### src/rtl/keccak_sponge_ctrl_if.sv
// Message-in and squeeze-out handshakes between the Keccak sponge controller and its producer/consumer.
interface keccak_sponge_ctrl_if #(
    parameter int LEN_W = 11
);
    logic             in_valid;
    logic             in_last;
    logic [LEN_W-1:0] in_len;
    logic             in_ready;
    logic             out_valid;
    logic             out_ready;

    modport master (
        output in_valid, in_last, in_len, out_ready,
        input  in_ready, out_valid
    );

    modport slave (
        input  in_valid, in_last, in_len, out_ready,
        output in_ready, out_valid
    );
endinterface

### src/rtl/keccak_sponge_ctrl.sv
// Keccak sponge sequencer: buffers rate blocks, absorbs/permutes them, then squeezes sq_blocks outputs.
// Optional `SPONGE_ABORT_EN adds an abort input that returns any busy state to IDLE.
module keccak_sponge_ctrl #(
    parameter int BLOCK_W = 1088,
    parameter int DEPTH   = 8,
    parameter int ROUNDS  = 24,
    parameter int LEN_W   = 11,
    parameter int SQ_W    = 8,
    localparam int AW     = (DEPTH > 1) ? $clog2(DEPTH) : 1,
    localparam int RW     = (ROUNDS > 1) ? $clog2(ROUNDS) : 1,
    localparam int CW     = $clog2(DEPTH + 1)
) (
    input  logic             clock,
    input  logic             reset,
    input  logic             start,
    input  logic [SQ_W-1:0]  sq_blocks,
    keccak_sponge_ctrl_if.slave bus,
    output logic [AW-1:0]    wr_addr,
    output logic             wren,
    output logic [AW-1:0]    rd_addr,
    output logic [LEN_W-1:0] last_len,
    output logic             last_sel,
    output logic [1:0]       state_sel,
    output logic [RW-1:0]    round_idx,
    output logic             aclr,
    output logic             busy,
    output logic             full,
    output logic             err
`ifdef SPONGE_ABORT_EN
    ,
    input  logic             abort
`endif
);

    typedef enum logic [2:0] {IDLE, FILL, ABSORB, PERMUTE, SQUEEZE} state_t;

    localparam logic [1:0] SEL_PERM = 2'd0;
    localparam logic [1:0] SEL_ABS  = 2'd1;
    localparam logic [1:0] SEL_HOLD = 2'd2;

    state_t            state_q, state_d;
    logic [AW-1:0]     wr_addr_q, rd_addr_q;
    logic [CW-1:0]     block_cnt_q;
    logic [LEN_W-1:0]  last_len_q;
    logic [RW-1:0]     rnd_q;
    logic [SQ_W-1:0]   sq_lat_q, sq_done_q;
    logic              err_q, aclr_q;

    logic              go, accept, hs, abort_hit;
    logic              rnd_last, more_blk, adv_blk, last_out, len_bad;
    logic              in_rdy, o_vld;
    logic [SQ_W:0]     sq_eff;
    logic [CW-1:0]     rd_next;

    assign full     = (block_cnt_q == CW'(DEPTH));
    assign rd_next  = CW'(rd_addr_q) + CW'(1);
    assign more_blk = (rd_next < block_cnt_q);
    assign rnd_last = (rnd_q == RW'(ROUNDS - 1));
    assign len_bad  = (bus.in_len > LEN_W'(BLOCK_W));
    // A request of zero output blocks still yields one block.
    assign sq_eff   = (sq_lat_q == '0) ? (SQ_W+1)'(1) : {1'b0, sq_lat_q};
    assign last_out = (({1'b0, sq_done_q} + (SQ_W+1)'(1)) >= sq_eff);

    always_comb begin
        state_d   = state_q;
        in_rdy    = 1'b0;
        o_vld     = 1'b0;
        state_sel = SEL_HOLD;
        last_sel  = 1'b0;
        go        = 1'b0;
        accept    = 1'b0;
        hs        = 1'b0;
        adv_blk   = 1'b0;
        abort_hit = 1'b0;
        case (state_q)
            IDLE: begin
                if (start) begin
                    go      = 1'b1;
                    state_d = FILL;
                end
            end
            FILL: begin
                in_rdy = ~full;
                if (bus.in_valid && in_rdy) begin
                    accept = 1'b1;
                    if (bus.in_last)
                        state_d = len_bad ? IDLE : ABSORB;
                end else if (full) begin
                    state_d = IDLE;
                end
            end
            ABSORB: begin
                state_sel = SEL_ABS;
                last_sel  = (rd_next == block_cnt_q);
                state_d   = PERMUTE;
            end
            PERMUTE: begin
                state_sel = SEL_PERM;
                if (rnd_last) begin
                    // Squeeze-phase permutes always have at least one block delivered.
                    if (sq_done_q == '0 && more_blk) begin
                        adv_blk = 1'b1;
                        state_d = ABSORB;
                    end else begin
                        state_d = SQUEEZE;
                    end
                end
            end
            SQUEEZE: begin
                o_vld = 1'b1;
                if (bus.out_ready) begin
                    hs      = 1'b1;
                    state_d = last_out ? IDLE : PERMUTE;
                end
            end
            default: state_d = IDLE;
        endcase
`ifdef SPONGE_ABORT_EN
        if (abort && state_q != IDLE) begin
            abort_hit = 1'b1;
            state_d   = IDLE;
            in_rdy    = 1'b0;
            o_vld     = 1'b0;
            accept    = 1'b0;
            hs        = 1'b0;
            adv_blk   = 1'b0;
        end
`endif
    end

    always_ff @(posedge clock or posedge reset) begin
        if (reset) begin
            state_q     <= IDLE;
            wr_addr_q   <= '0;
            rd_addr_q   <= '0;
            block_cnt_q <= '0;
            last_len_q  <= '0;
            rnd_q       <= '0;
            sq_lat_q    <= '0;
            sq_done_q   <= '0;
            err_q       <= 1'b0;
            aclr_q      <= 1'b0;
        end else begin
            state_q <= state_d;
            aclr_q  <= go | abort_hit;
            if (go) begin
                wr_addr_q   <= '0;
                rd_addr_q   <= '0;
                block_cnt_q <= '0;
                last_len_q  <= '0;
                rnd_q       <= '0;
                sq_lat_q    <= sq_blocks;
                sq_done_q   <= '0;
                err_q       <= 1'b0;
            end
            if (accept) begin
                wr_addr_q   <= wr_addr_q + AW'(1);
                block_cnt_q <= block_cnt_q + CW'(1);
                if (bus.in_last) begin
                    if (len_bad) err_q <= 1'b1;
                    else         last_len_q <= bus.in_len;
                end else if (block_cnt_q == CW'(DEPTH - 1)) begin
                    // Overflow is flagged with the write that fills the buffer.
                    err_q <= 1'b1;
                end
            end
            if (abort_hit)
                rnd_q <= '0;
            else if (state_q == PERMUTE)
                rnd_q <= rnd_last ? '0 : rnd_q + RW'(1);
            if (adv_blk)
                rd_addr_q <= rd_addr_q + AW'(1);
            if (hs)
                sq_done_q <= sq_done_q + SQ_W'(1);
        end
    end

    assign bus.in_ready  = in_rdy;
    assign bus.out_valid = o_vld;
    assign wren          = accept;
    assign wr_addr       = wr_addr_q;
    assign rd_addr       = rd_addr_q;
    assign last_len      = last_len_q;
    assign round_idx     = rnd_q;
    assign aclr          = aclr_q;
    assign busy          = (state_q != IDLE);
    assign err           = err_q;

endmodule

### src/flat_wrapper.sv
// flat-port wrapper written by rule: the top's interface ports become plain ports
module keccak_sponge_ctrl_flat 
#(
    parameter int BLOCK_W = 1088,
    parameter int DEPTH   = 8,
    parameter int ROUNDS  = 24,
    parameter int LEN_W   = 11,
    parameter int SQ_W    = 8,
    localparam int AW     = (DEPTH > 1) ? $clog2(DEPTH) : 1,
    localparam int RW     = (ROUNDS > 1) ? $clog2(ROUNDS) : 1,
    localparam int CW     = $clog2(DEPTH + 1)
)
  (clock, reset, start, sq_blocks, wr_addr, wren, rd_addr, last_len, last_sel, state_sel, round_idx, aclr, busy, full, err, bus_in_valid, bus_in_last, bus_in_len, bus_out_ready, bus_in_ready, bus_out_valid);
  keccak_sponge_ctrl_if #(.LEN_W(LEN_W)) bus_i ();
  input  logic clock;
  input  logic reset;
  input  logic start;
  input  logic [SQ_W-1:0] sq_blocks;
  output logic [AW-1:0] wr_addr;
  output logic wren;
  output logic [AW-1:0] rd_addr;
  output logic [LEN_W-1:0] last_len;
  output logic last_sel;
  output logic [1:0] state_sel;
  output logic [RW-1:0] round_idx;
  output logic aclr;
  output logic busy;
  output logic full;
  output logic err;
  input wire logic [$bits(bus_i.in_valid)-1:0] bus_in_valid;
  input wire logic [$bits(bus_i.in_last)-1:0] bus_in_last;
  input wire logic [$bits(bus_i.in_len)-1:0] bus_in_len;
  input wire logic [$bits(bus_i.out_ready)-1:0] bus_out_ready;
  output wire logic [$bits(bus_i.in_ready)-1:0] bus_in_ready;
  output wire logic [$bits(bus_i.out_valid)-1:0] bus_out_valid;
  assign bus_i.in_valid = bus_in_valid;
  assign bus_i.in_last = bus_in_last;
  assign bus_i.in_len = bus_in_len;
  assign bus_i.out_ready = bus_out_ready;
  assign bus_in_ready = bus_i.in_ready;
  assign bus_out_valid = bus_i.out_valid;
  keccak_sponge_ctrl #(.BLOCK_W(BLOCK_W), .DEPTH(DEPTH), .ROUNDS(ROUNDS), .LEN_W(LEN_W), .SQ_W(SQ_W)) u_core (.clock(clock), .reset(reset), .start(start), .sq_blocks(sq_blocks), .bus(bus_i), .wr_addr(wr_addr), .wren(wren), .rd_addr(rd_addr), .last_len(last_len), .last_sel(last_sel), .state_sel(state_sel), .round_idx(round_idx), .aclr(aclr), .busy(busy), .full(full), .err(err));
endmodule
### config.mk
export PLATFORM = sky130hd
export DESIGN_NAME = keccak_sponge_ctrl_flat
export DESIGN_NICKNAME = d
export VERILOG_FILES = /design/src/rtl/keccak_sponge_ctrl_if.sv /design/src/rtl/keccak_sponge_ctrl.sv /design/src/flat_wrapper.sv
export SDC_FILE = /design/constraint.sdc
export NUM_CORES = 1
export LEC_CHECK = 0
export CORE_MARGIN = 4
export CORE_UTILIZATION = 50
export CTS_CLUSTER_SIZE = 20
export DETAILED_ROUTE_END_ITERATION = 10
export GPL_TIMING_DRIVEN = 0
export HOLD_SLACK_MARGIN = 0.02
export PLACE_DENSITY = 0.79
export SLEW_MARGIN = 20
export SYNTH_ARGS = -nofsm -noshare
export SYNTH_HDL_FRONTEND = slang
export SYNTH_SLANG_ARGS = --single-unit
### constraint.sdc
create_clock -name clock -period 4.5 [get_ports clock]
set_clock_uncertainty 0.15 [all_clocks]
set_input_delay 0.9 -clock clock [delete_from_list [all_inputs] [get_ports clock]]
set_output_delay 0.9 -clock clock [all_outputs]
set_load 0.005 [all_outputs]
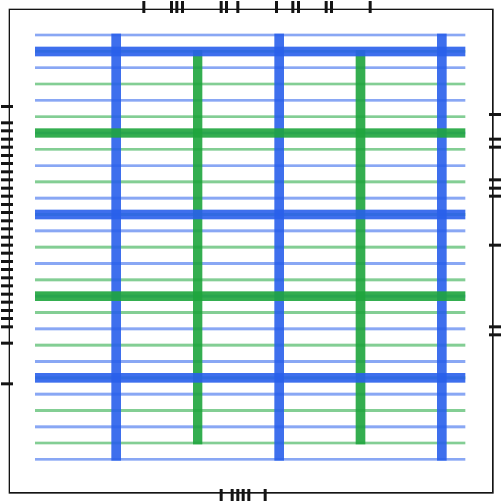
(power grid)
Scale: 6 px per µm. Pins as bars on the die edge.
blue -> VSS
green -> VDD
met5 straps = 5
met4 straps = 5
signal pins = 57

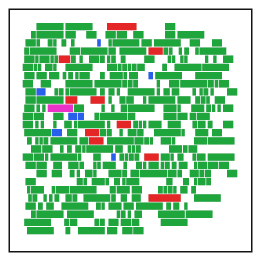
(cells by drive strength)
Scale: 3 px per µm.
green -> drive 1 or less  # cells 334, share 95%
red -> drive 6 and up  # cells 10, share 2.8%
magenta -> drive 3 to 4  # cells 1, share 0.28%
blue -> drive 2  # cells 7, share 2.0%

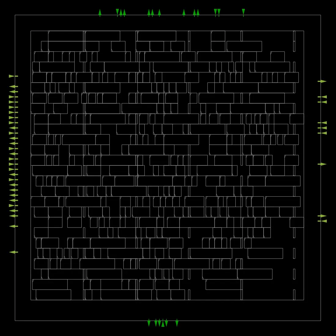
(cell outlines without signal wires)
Tapcells: 70
num rows: 26

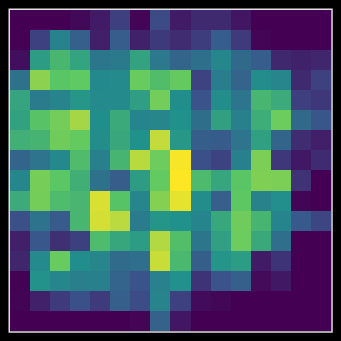
(routed metal per tile)
Scale: 4 px per µm. The die is cut into 16 by 16 equal tiles; dark purple is low, yellow is high, scaled to the fullest tile. Values are wire area over tile area, all layers added.
nearly empty tiles = 17%
fullest tile = 0.40
tiles over half the peak = 31%
mean over tiles = 0.15
routed len/inst: 14.52 µm
WL final: 6.128 mm

==> ci_impl_report.md <==
## Synthesis and layout report

| Metric | Value |
|---|---|
| Number of warnings issued by yosys | `0` |
| Period utilization | `0.7800` |
| Sw frac | `0.3542` |
| Hold path endpoint | `u_core.sq_lat_q[0]` |
| Area fraction in mux cells | `0.003826` |
| DRC | `0` |
| Comb. pwr | `0.689 mW` |
| Max VDD drop | `291.5 µV` |
| Leak | `1.557 nW` |
| Worst slew pin tran | `0.5787 ns` |
| Cells after DPL | `414` |
| Global Route Usage Sum | `0.2046` |
| Launch point of the worst reg-to-reg path | `u_core.sq_done_q[0]` |
| Area leader share | `0.4495` |
| Place WS | `1.018 ns` |
| Tool warning count | `28` |
| Post-Synth Simple-Gate Area | `0.2109` |
| Post-synth top area cell | `dfrtp_1` |
| Multi-input gates | `208` |
| Nets@finish | `395` |
| Share of post-route cells with drive strength above 1 | `0.05114` |
| Max layer used | `met4` |
| CTS Buf Count | `5` |
| Run status | `finished, final reports clean` |
| First-pass GRT wire length | `10.47 mm` |
| Critical path origin | `bus_in_valid` |
| Crit path launch type | `input pin` |
| Pre-Place Util | `0.5155` |
| CP dominant cell by count | `clkdlybuf4s50_1` |
| CTS H-tree lvls | `2` |
| Final min period | `3.510 ns` |
| Max-capacitance violation count | `0` |
## Yosys cell counts, types with 3 or more instances
| cell type | n |
|---|---|
| nor3b_1 | 3 |
| nand3_1 | 19 |
| xor2_1 | 3 |
| nand2_1 | 49 |
| xnor2_1 | 5 |
| and3_1 | 4 |
| ha_1 | 19 |
| nand2b_1 | 4 |
| nand4_1 | 3 |
| inv_1 | 22 |
| nor3_1 | 5 |
| o31ai_1 | 5 |
| a21o_1 | 3 |
| clkbuf_1 | 5 |
| nor2_1 | 13 |
| dfrtp_1 | 47 |
| a32o_1 | 4 |
| o21ai_0 | 35 |
Power figures rest on the tool's default switching activity, not on a simulated workload.
